### config.mk
export PLATFORM = sky130hd
export DESIGN_NAME = rom_read_arbiter
export DESIGN_NICKNAME = d
export VERILOG_FILES = /design/src/rtl/rom_read_arbiter.sv
export SDC_FILE = /design/constraint.sdc
export NUM_CORES = 1
export LEC_CHECK = 0
export ABC_CLOCK_PERIOD_IN_PS = 5600
export CORE_AREA = 2 2 60 62
export CTS_CLUSTER_DIAMETER = 30
export DETAILED_ROUTE_END_ITERATION = 12
export DIE_AREA = 0 0 62 64
export PLACE_DENSITY = 0.8
export RECOVER_POWER = 50
export REMOVE_ABC_BUFFERS = 1
export SLEW_MARGIN = 20
export SYNTH_ARGS = -nofsm -noshare
export SYNTH_HDL_FRONTEND = slang
export SYNTH_SLANG_ARGS = --single-unit
### constraint.sdc
create_clock -name clk -period 5.6 [get_ports clk]
set_clock_uncertainty 0.15 [all_clocks]
set_input_delay 0.56 -clock clk [delete_from_list [all_inputs] [get_ports clk]]
set_output_delay 0.56 -clock clk [all_outputs]
set_load 0.03 [all_outputs]
### src/rtl/rom_read_arbiter.sv
// rom_read_arbiter: shares one synchronous-read ROM among NUM_REQ requesters.
// One read in flight at a time; a grant pulses gnt, drives rom_en/rom_add for
// one cycle, and the returned byte appears on rd_data with a one-hot rd_valid
// pulse two cycles after the grant.
// Arbitration is round-robin by default. Defining ROM_ARB_FIXED_PRIO_EN selects
// fixed priority (lowest set req index wins) and removes the rotation pointer.
module rom_read_arbiter #(
  parameter int unsigned NUM_REQ = 4,
  parameter int unsigned ADDR_W  = 6,
  parameter int unsigned DATA_W  = 8
) (
  input  logic                      clk,
  input  logic                      rst,
  input  logic [NUM_REQ-1:0]        req,
  input  logic [NUM_REQ*ADDR_W-1:0] req_addr,
  output logic [NUM_REQ-1:0]        gnt,
  output logic [NUM_REQ-1:0]        rd_valid,
  output logic [DATA_W-1:0]         rd_data,
  output logic                      busy,
  output logic                      rom_en,
  output logic [ADDR_W-1:0]         rom_add,
  input  logic [DATA_W-1:0]         rom_data
);

  localparam int unsigned IDX_W = (NUM_REQ > 1) ? $clog2(NUM_REQ) : 1;

  typedef enum logic [1:0] {
    IDLE = 2'd0,
    READ = 2'd1,
    CAPT = 2'd2
  } state_t;

  state_t             state_q, state_d;
  logic [IDX_W-1:0]   win_q, win_d;
  logic [IDX_W-1:0]   sel_idx;
  logic               sel_found;
  logic [ADDR_W-1:0]  addr_arr [NUM_REQ];

  logic [NUM_REQ-1:0] gnt_d;
  logic [NUM_REQ-1:0] rd_valid_d;
  logic [DATA_W-1:0]  rd_data_d;
  logic               rom_en_d;
  logic [ADDR_W-1:0]  rom_add_d;

`ifndef ROM_ARB_FIXED_PRIO_EN
  logic [IDX_W-1:0]   rr_ptr_q, rr_ptr_d;
  int unsigned        cand;
`endif

  function automatic logic [NUM_REQ-1:0] onehot(input logic [IDX_W-1:0] idx);
    logic [NUM_REQ-1:0] v;
    v      = '0;
    v[idx] = 1'b1;
    return v;
  endfunction

  // Unpack the flat address bus into one entry per requester.
  for (genvar g = 0; g < NUM_REQ; g++) begin : g_addr
    assign addr_arr[g] = req_addr[g*ADDR_W +: ADDR_W];
  end

`ifdef ROM_ARB_FIXED_PRIO_EN
  // Winner select: lowest-indexed active request.
  always_comb begin
    sel_found = 1'b0;
    sel_idx   = '0;
    for (int unsigned i = 0; i < NUM_REQ; i++) begin
      if (!sel_found && req[IDX_W'(i)]) begin
        sel_found = 1'b1;
        sel_idx   = IDX_W'(i);
      end
    end
  end
`else
  // Winner select: first active request at or after rr_ptr, wrapping.
  always_comb begin
    sel_found = 1'b0;
    sel_idx   = '0;
    cand      = 0;
    for (int unsigned k = 0; k < NUM_REQ; k++) begin
      cand = rr_ptr_q + k;
      if (cand >= NUM_REQ) begin
        cand = cand - NUM_REQ;
      end
      if (!sel_found && req[IDX_W'(cand)]) begin
        sel_found = 1'b1;
        sel_idx   = IDX_W'(cand);
      end
    end
  end
`endif

  // Next-state and next-output logic; pulses default low, held values default to hold.
  always_comb begin
    state_d    = state_q;
    win_d      = win_q;
    gnt_d      = '0;
    rd_valid_d = '0;
    rd_data_d  = rd_data;
    rom_en_d   = 1'b0;
    rom_add_d  = rom_add;
`ifndef ROM_ARB_FIXED_PRIO_EN
    rr_ptr_d   = rr_ptr_q;
`endif
    unique case (state_q)
      IDLE: begin
        if (sel_found) begin
          gnt_d     = onehot(sel_idx);
          rom_en_d  = 1'b1;
          rom_add_d = addr_arr[sel_idx];
          win_d     = sel_idx;
          state_d   = READ;
        end
      end
      READ: begin
        state_d = CAPT;
      end
      CAPT: begin
        rd_data_d  = rom_data;
        rd_valid_d = onehot(win_q);
`ifndef ROM_ARB_FIXED_PRIO_EN
        if (win_q == IDX_W'(NUM_REQ - 1)) begin
          rr_ptr_d = '0;
        end else begin
          rr_ptr_d = win_q + 1'b1;
        end
`endif
        state_d = IDLE;
      end
      default: begin
        state_d = IDLE;
      end
    endcase
  end

  // State and registered outputs; reset discards any read in flight.
  always_ff @(posedge clk) begin
    if (rst) begin
      state_q  <= IDLE;
      win_q    <= '0;
      gnt      <= '0;
      rd_valid <= '0;
      rd_data  <= '0;
      rom_en   <= 1'b0;
      rom_add  <= '0;
`ifndef ROM_ARB_FIXED_PRIO_EN
      rr_ptr_q <= '0;
`endif
    end else begin
      state_q  <= state_d;
      win_q    <= win_d;
      gnt      <= gnt_d;
      rd_valid <= rd_valid_d;
      rd_data  <= rd_data_d;
      rom_en   <= rom_en_d;
      rom_add  <= rom_add_d;
`ifndef ROM_ARB_FIXED_PRIO_EN
      rr_ptr_q <= rr_ptr_d;
`endif
    end
  end

  assign busy = (state_q != IDLE);

endmodule
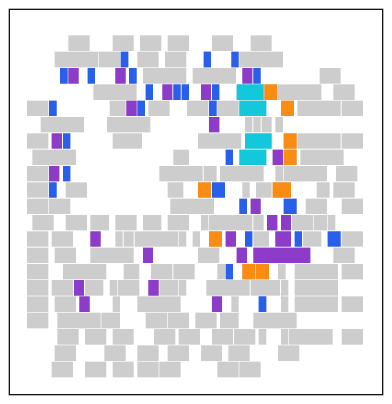
Figure 1: gate families picked out.
(6 px per µm)
| color | family | cells | most used |
|---|---|---|---|
| purple | inverting AOI/OAI gates | 23 | a21oi_1 |
| cyan | adder and majority cells | 4 | ha_1 |
| orange | AND and OR gates | 9 | and2_0 |
| blue | NAND gates | 26 | nand2_1 |

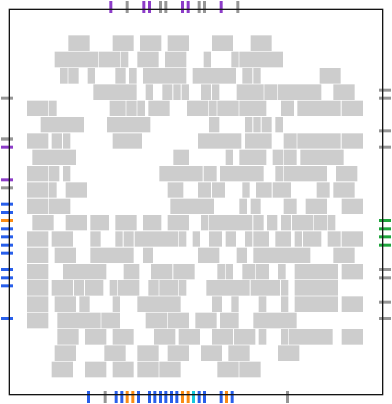
Figure 2: ports around the boundary.
(6 px per µm) Pins as bars across the die edge, other pins in gray.
| color | port | pins | direction | edge |
|---|---|---|---|---|
| green | req | 4 | input | east |
| purple | rom_data | 8 | input | 6 north, 2 west |
| cyan | busy | 1 | output | south |
| orange | rom_add | 6 | output | 5 south, 1 west |
| blue | req_addr | 24 | input | 14 south, 10 west |

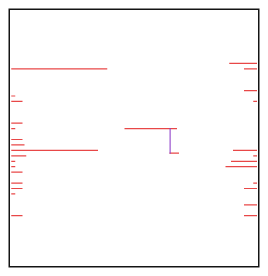
Figure 3: wiring by layer.
(4 px per µm) Only two layers are drawn.
| color | layer | wire length |
|---|---|---|
| purple | met4 | 6.10 µm |
| red | met3 | 130 µm |

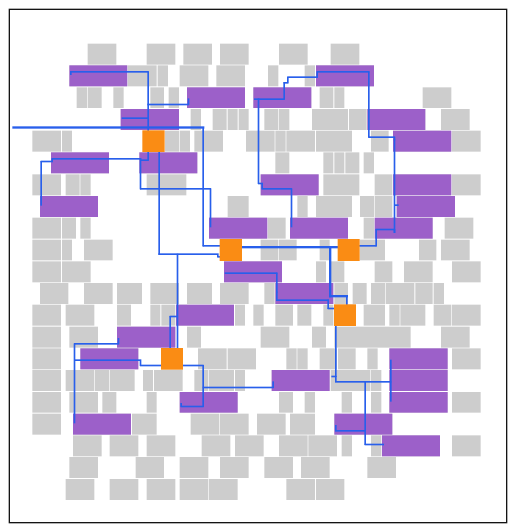
Figure 4: clock distribution.
(8 px per µm)
[blue] clock wires | length: 350 µm
[purple] flip-flops | count: 29
[orange] cells driving clock nets | count: 5
flops lie: all over the die

==> run summary <==
run metrics: status=finished clean, TritonCTS Sinks=29, Inverters=3, Pleak=0.833 nW, remaining antenna violation count=0, Yosys top cell by area=dfxtp_1, CP Capture Point=rom_add[2], Latency at later pin=0.31 ns, TritonCTS clock tree=built, share of the yosys chip area belonging to registers=44.9%, GR peak layer=met2, count of tool warnings=28, Synth area leaders=dfxtp_1 45%, mux2i_1 10%, a21oi_1 7.7%, synthesized area per cell=8.98 µm², Yosys chip area=0.00129 mm², met3 usage=4.86%, CP Launch Point=req[3], # hold bufs at CTS=0, die area=0.00397 mm², vias=1198, worst min-delay path class=reg2reg, Max-Slew Margin vs Limit=41.6%, CTS Buf Count=5, Hold Violations, Final=0, vias in the first global route=1101, htree depth=2, Hold Path Sink=rd_data[4], mapped cell area=0.00129 mm², 1st-pass router iterations=4, post-CTS setup buffers=0, Die W=62 µm, max_cap viols=0, Worst R2R End=rom_add[5], ant diodes=0, instance count of the mapped netlist=144, uppermost layer routed=met4, clkbuf count=7, Resized Gates After CTS=0, Tap Cells=46, Routability Congestion=0.724, Placed Instances=245, Clock buf/inv share=3.53%, final setup vio count=0, via/cell ratio=4.74, worst reg2reg path depth=5, Worst setup EP type=register, number of DRC markers in iteration 0=40, DRC violations left=0, Area leader share=44.9%, clk buf depth=2, met1 wire length=1.16 mm, clock root buffer=clkbuf_4, Final Max Slew Viols=0, Synth-to-Final Area Change=53.5%, Slew @ Worst Pin=0.873 ns, Worst-path clk slew=0.09 ns, Plain + repair buffers=61, WL met3=130 µm, GRT overflow=0, Max Clock Freq=398 MHz, initial antenna violation count=0, NonClk Buf Share=30.8%, Worst EP arrival=2.61 ns, Async S/R FF share, synth=0%, met2 usage=25.5%, critical path fanouts, max=8, flop2flop setup slack=3.57 ns, first-pass GRT wire length=4.64 mm, WL per Instance=10.9 µm, Final TNS setup=0 ns, fp util=39.4%, Comb gate area=654 µm², core area=0.00328 mm², startpoint types=input port, Flops after synth=29, RSZ-0062 raised after global routing=no, I/O pin count=62, pin count of the biggest net entering global routing=24, Synth top cell by count=dfxtp_1, Critical Path RT=5.70 ns, utilization after layout=60.4%, Cell Type Count=26, combinational share of cell area=33.0%, Hold Crit Start=rd_data[4], VDD IR-drop max=0.138 mV, Flop Count=29, Reg area=581 µm², DRT Wirelength=2.76 mm, top cells by count=29 x dfxtp_1, 23 x nand2_1, 20 x a21oi_1, 17 x nor2_1, 13 x mux2i_1, share of layout cells above drive strength 1=5.31%, fraction of area in registers=29.3%, overall routing resource usage=15.6%, Nets=248, Filler cells=325, critical path type=in2reg
==> report_power, final <==
part | internal, mW | total [mW] | switching, mW
combinational | 0.0648 | 0.132 | 0.0673
clock | 0.0727 | 0.142 | 0.0697
sequential | 0.220 | 0.228 | 0.00783
total | 0.358 | 0.503 | 0.145
==> layout by cell type, fill, tap and decap left out, types with 2 or more instances in the layout <==
cell type         n
clkbuf_8          2
dlygate4sd3_1    12
and2_1            2
a211o_1           6
mux2i_1          13
nor3_1            2
and2_0            3
dfxtp_1          29
nand2_1          23
nand2b_1          3
inv_1             3
nor2b_1           2
ha_1              4
a21oi_1          20
clkbuf_4          5
nor2_1           17
clkdlybuf4s50_1  49
==> sequential cells by signal, indices dropped and copies added (netlist names) <==
name      count
gnt           4
win_q         2
state_q       2
rom_add       6
rd_data       8
rom_en        1
rd_valid      4
rr_ptr_q      2
==> logic make-up (layout without fill, tap and decap cells) <==
kind of cell / count (synthesis) / in the layout / synth area share, %
simple gates: 58 / 58 / 20.4
compound gates: 31 / 31 / 16.3
flops: 29 / 29 / 44.9
mux: 13 / 13 / 10.1
buf+inv: 9 / 72 / 4.45
fa+ha+maj: 4 / 4 / 3.87
==> through the flow <==
| stage | worst slack [ns] | cell area (µm²) | total power [mW] |
|---|---|---|---|
| floorplan | 3.67 | 1250 | 0.305 |
| global placement | 2.88 | 1910 | 0.367 |
| detailed placement | 2.88 | 1910 | 0.368 |
| CTS | 3.18 | 1980 | 0.512 |
| global route | 2.91 | 1980 | 0.535 |
| finish | 3.09 | 1980 | 0.503 |
==> worst max-delay path, stage by stage <==
cell and delay, ns:
dlygate4sd3_1 0.62, nor4_1 0.40, or2_0 0.40, a21oi_1 0.22, a211o_1 0.30, a21oi_1 0.10
Power figures rest on the tool's default switching activity, not on a simulated workload.
